met1.png
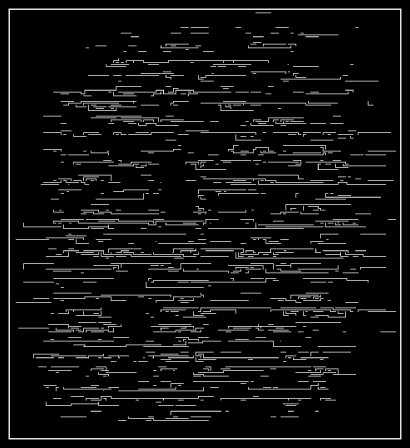
met2.png
The bar under the picture is 20 um long. Cells faint in the background.
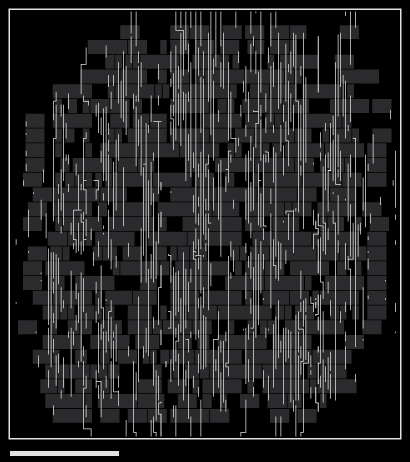
==> config.mk <==
export PLATFORM = sky130hd
export DESIGN_NAME = weight_stager
export DESIGN_NICKNAME = d
export VERILOG_FILES = /design/src/rtl/weight_stager.sv
export SDC_FILE = /design/constraint.sdc
export NUM_CORES = 1
export LEC_CHECK = 0
export CORE_ASPECT_RATIO = 1.1
export CORE_UTILIZATION = 53
export DETAILED_ROUTE_END_ITERATION = 10
export MAX_ROUTING_LAYER = met4
export PLACE_DENSITY = 0.84
export SLEW_MARGIN = 20
export SYNTH_ARGS = -nofsm -noshare
export SYNTH_HDL_FRONTEND = slang
export SYNTH_SLANG_ARGS = --single-unit
export TNS_END_PERCENT = 10
==> constraint.sdc <==
create_clock -name clk -period 6 [get_ports clk]
set_clock_uncertainty 0.1 [all_clocks]
set_input_delay 1.2 -clock clk [delete_from_list [all_inputs] [get_ports clk]]
set_output_delay 1.2 -clock clk [all_outputs]
set_load 0.03 [all_outputs]
==> qor.json <==
{
  "power.ir.vdd_worst_uv": 234.6,
  "wl_met2_um": 2950,
  "numSequentialCells": 78,
  "clkbuf_count": 11,
  "timing.critical_path.cells": "clkdlybuf4s50_1 -> o21ai_1 -> a2111oi_2 -> and2_1 -> a22o_2",
  "finalWeightedCongestion": 0.9069,
  "post-cts-setup-buffers": 0,
  "synth_cell_types": 31,
  "cell_area_reported_after_detailed_placement_um2": 3458,
  "finalInstanceArea_um2": 3635,
  "ant_nets": 0,
  "synthDominantAreaCellType": "sky130_fd_sc_hd__dfxtp_1",
  "clock_tree_area_fraction": 0.03959,
  "mux_share": 0.05975,
  "slowest_stage": "sky130_fd_sc_hd__and2_1",
  "hold_ws_ns": 0.3579,
  "async_reset_ff_frac": 0,
  "internal_power_mw": 0.8646,
  "groute.layer.met3.usage": 0.04061,
  "fp_nets": 346,
  "critical_path.startpoint_type": "input port",
  "post_route_cells_drive_above_1_share": 0.07222,
  "worst_hold_path_type": "reg2reg",
  "area.share.combinational": 0.3201,
  "most_common_reg_cell": "sky130_fd_sc_hd__dfxtp_1",
  "p_seq_frac": 0.472,
  "dpl_worst_slack_ns": 2.743,
  "synth_xor_xnor_area_share": 0.01538,
  "wire_length_of_the_first_global_routing_pass_um": 9225,
  "detail_route.wl_per_cell_um": 13.44,
  "cts-root-buf": "sky130_fd_sc_hd__clkbuf_8",
  "highest-signal-layer": "met4",
  "die_x_um": 71.89,
  "worst_setup_path_end_kind": "register",
  "tns_ns": 0,
  "areaGrowthSynthToFinish_pct": 27.64,
  "final_core_utilization": 0.7125,
  "drt_first_pass_iters": 5,
  "top_cells_by_area": "sky130_fd_sc_hd__dfxtp_1 55%, sky130_fd_sc_hd__nand2_1 9.0%, sky130_fd_sc_hd__a21oi_1 6.5%",
  "initial_utilization": 0.5583,
  "grt_antenna_before_repair": 0,
  "status": "complete, no violations",
  "avgSynthCellArea_um2": 9.398,
  "tool_warnings": 31,
  "cts-hold-fix-buffers": 0,
  "antennaDiodeCount": 0,
  "postCtsResizedCells": 0,
  "vias_in_the_first_global_route": 2017,
  "layout.comb_gates.multi_input": 200,
  "floorplan.rows": 27,
  "synthAdderAreaFrac": 0.03076,
  "setup_violations": 0,
  "largest_cell_class": "sequential cells",
  "simple_gate_area_frac": 0.1656,
  "non_clock_buffering_overhead": 0.1818,
  "total_leakage_power_nw": 1.357,
  "worst_slew_pin_slew_ns": 1.054,
  "grt_max_degree": 63,
  "num_ports": 64,
  "layout_top_cell": "sky130_fd_sc_hd__dfxtp_1",
  "period_minus_slack_ns": 2.917,
  "grt-ovfl-total": 0,
  "area_of_the_mapped_netlist_um2": 2848,
  "synth_flops": 78,
  "met3WireLength_um": 261,
  "fmax_ghz": 0.3429,
  "p_sw_frac": 0.3244,
  "total_power_mw": 1.280,
  "finalCritPeriodShare": 0.4861,
  "critical_path.n_buffers_inverters": 1,
  "complex_gate_fraction_of_the_synthesized_area": 0.1336,
  "criticalPathCategory": "in2reg",
  "cts_made_buffers": 9,
  "p_switching_mw": 0.4152,
  "dieArea_um2": 5671,
  "tapcell.inserted": 72,
  "max_cap_violations": 0,
  "grt-busiest-layer": "met2",
  "h_tree_level_count": 3,
  "route.layer.met1.wl_um": 2492,
  "number_of_inserted_filler_cells_in_the_final_layout": 406,
  "layout.nets": 401,
  "rsz0062_at_grt": "false",
  "synth-edff-count": 0,
  "top_cell_area_share": 0.5483,
  "number_of_buffers_other_than_clock_buffers_in_the_final_layout": 65,
  "netlist_top_cells_count": "78 x sky130_fd_sc_hd__dfxtp_1, 68 x sky130_fd_sc_hd__nand2_1, 37 x sky130_fd_sc_hd__a21oi_1",
  "clock_power_share": 0.246,
  "clockBufferDepth": 2,
  "combinationalPower_mw": 0.360,
  "portBuffers": 63,
  "yosysChipArea_um2": 2848,
  "sequential_fraction_of_the_synthesis_area": 0.5483,
  "cp_data_arrival_time_ns": 3.10,
  "setup_slack_ns": 3.083,
  "seq_cell_power_mw": 0.604,
  "ff2ff_setup_slack_ns": 3.64,
  "first_iter_violations": 101,
  "tritoncts_clock_tree": "done",
  "global_route_usage_over_all_layers": 0.2184,
  "clkTransAtPathRegs_ns": 0.07,
  "fp.coreArea_um2": 5101,
  "p_comb_frac": 0.282,
  "vias_per_cell": 5.169,
  "final-instance-count-excl-fill": 432,
  "seq-cell-share": 0.4296,
  "worst-r2r-cell-count": 6,
  "max_slew_margin": 0.2970,
  "power.density_nw_per_um2": 352.1,
  "most_common_cell": "sky130_fd_sc_hd__dfxtp_1",
  "yosys-stat-cells": 303,
  "cts.sinks": 78,
  "multi_input_comb_area_um2": 1164,
  "yosys-dominant-comb-family": "simple AND/OR/NAND/NOR gates",
  "synth-warning-count": 0,
  "non_clock_inverter_count": 4,
  "place.detailed.instances": 418,
  "fp.dieH_um": 78.88,
  "max_stage_delay_ns": 0.58,
  "crit_path_max_fanout": 16,
  "clock_net_power_mw": 0.315,
  "post_synthesis_cell_count": 303,
  "timing.critical_path.max_delay_family": "AND-OR/OR-AND gates",
  "crit_required_ns": 6.18,
  "power_top_consumer": "sequential cells",
  "layout_top_cells_excl_fill_tap": "78 x sky130_fd_sc_hd__dfxtp_1, 67 x sky130_fd_sc_hd__nand2_1, 62 x sky130_fd_sc_hd__clkdlybuf4s50_1, 37 x sky130_fd_sc_hd__a21oi_1, 27 x sky130_fd_sc_hd__nor2_1",
  "total_area_of_sequential_cells_um2": 1562,
  "detailedPlacementHpwl_um": 3666,
  "timing.final.hold_violations": 0
}
-- met1.png (at the start) --
- longest straight run: 19.8 um
- nets with wire on the layer: 356
- share of all routed wire: 43%
global routing usage on met1: 0.2500
total wire length after detailed routing: 5804 um
total via count in the routed design: 2233

-- met2.png (at the start) --
- nets with wire on the layer: 330
- longest straight run: 38.9 um
- main direction: vertical
- wire length on this layer: 2950 um
met2 routing resource usage after global routing: 0.3736

